Design vga_timing_sequencer, sky130hd; sources not shown.
Routing congestion map:
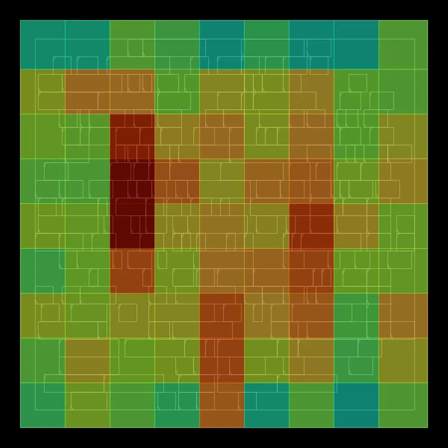
met1 Resource Use GR: 30.8%
total routing resource utilization after global routing: 24.7%

Clock wires, drivers and flops:
Bar = 20 um.
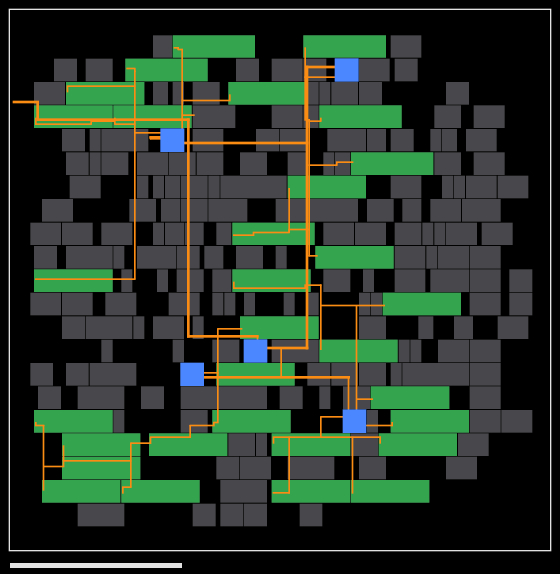
flip-flops -> green  # count 31
clock wires -> orange  # length 419 um
cells driving clock nets -> blue  # count 5
routed clock nets = 6
flops lie = all over the die
insertion delay of the later-clocked pin in the worst-skew pair: 0.34 ns
clock share of power: 27.9%

==> tab_implementation.tex <==
% Generated from flow reports
\begin{tabular}{lr}
\hline
Metric & Value \\
\hline
\multicolumn{2}{l}{\textbf{Job}} \\
\quad Max-capacitance violation count & 0 \\
\multicolumn{2}{l}{\textbf{Yosys}} \\
\quad Most instantiated cells after synthesis & nand2\_1, dfrtp\_1, o2bb2ai\_1, o2bb2ai\_2, inv\_1 \\
\quad Dominant cell area share & a little over a third \\
\quad Flops \& latches, synth & 31 \\
\quad Cells in synth\_stat.txt & roughly 150 \\
\multicolumn{2}{l}{\textbf{Timing}} \\
\quad RSZ-0062 raised after global routing & no \\
\quad Number of slew-limit violations in the final report & 0 \\
\quad Number of hold-slack violations in the final timing report & 0 \\
\quad Total negative setup slack & 0 ns \\
\multicolumn{2}{l}{\textbf{Power and ir drop}} \\
\quad Worst IR drop on VDD & around 0.00028 V \\
\quad Total power divided by cell area & around 370 nW/um\^{}2 \\
\quad Combinational gate power & approximately 0.2 mW \\
\quad Largest power group & sequential cells \\
\multicolumn{2}{l}{\textbf{Clocking}} \\
\quad Root buffer cell & clkbuf\_4 \\
\quad Total of hold buffers inserted after clock tree synthesis & 0 \\
\quad Clock buffer count from CTS & 5 \\
\multicolumn{2}{l}{\textbf{Cells and area}} \\
\quad Logic share of the area & 37.6\% \\
\quad Number of ordinary inverters in the final layout & 7 \\
\multicolumn{2}{l}{\textbf{Route}} \\
\quad Final antenna-violating net count & 0 \\
\quad Routed WL per cell & approximately 17 um \\
\multicolumn{2}{l}{\textbf{Die}} \\
\quad Die outline width & 62.7 um \\
\multicolumn{2}{l}{\textbf{Critical path}} \\
\quad Highest fanout seen on the critical path & 23 \\
\multicolumn{2}{l}{\textbf{Run status}} \\
\quad Run status & complete, no violations \\
\multicolumn{2}{l}{\textbf{Placement}} \\
\quad Detailed placer's ending HPWL & $\sim$3100 um \\
\hline
\end{tabular}
Power figures rest on the tool's default switching activity, not on a simulated workload.
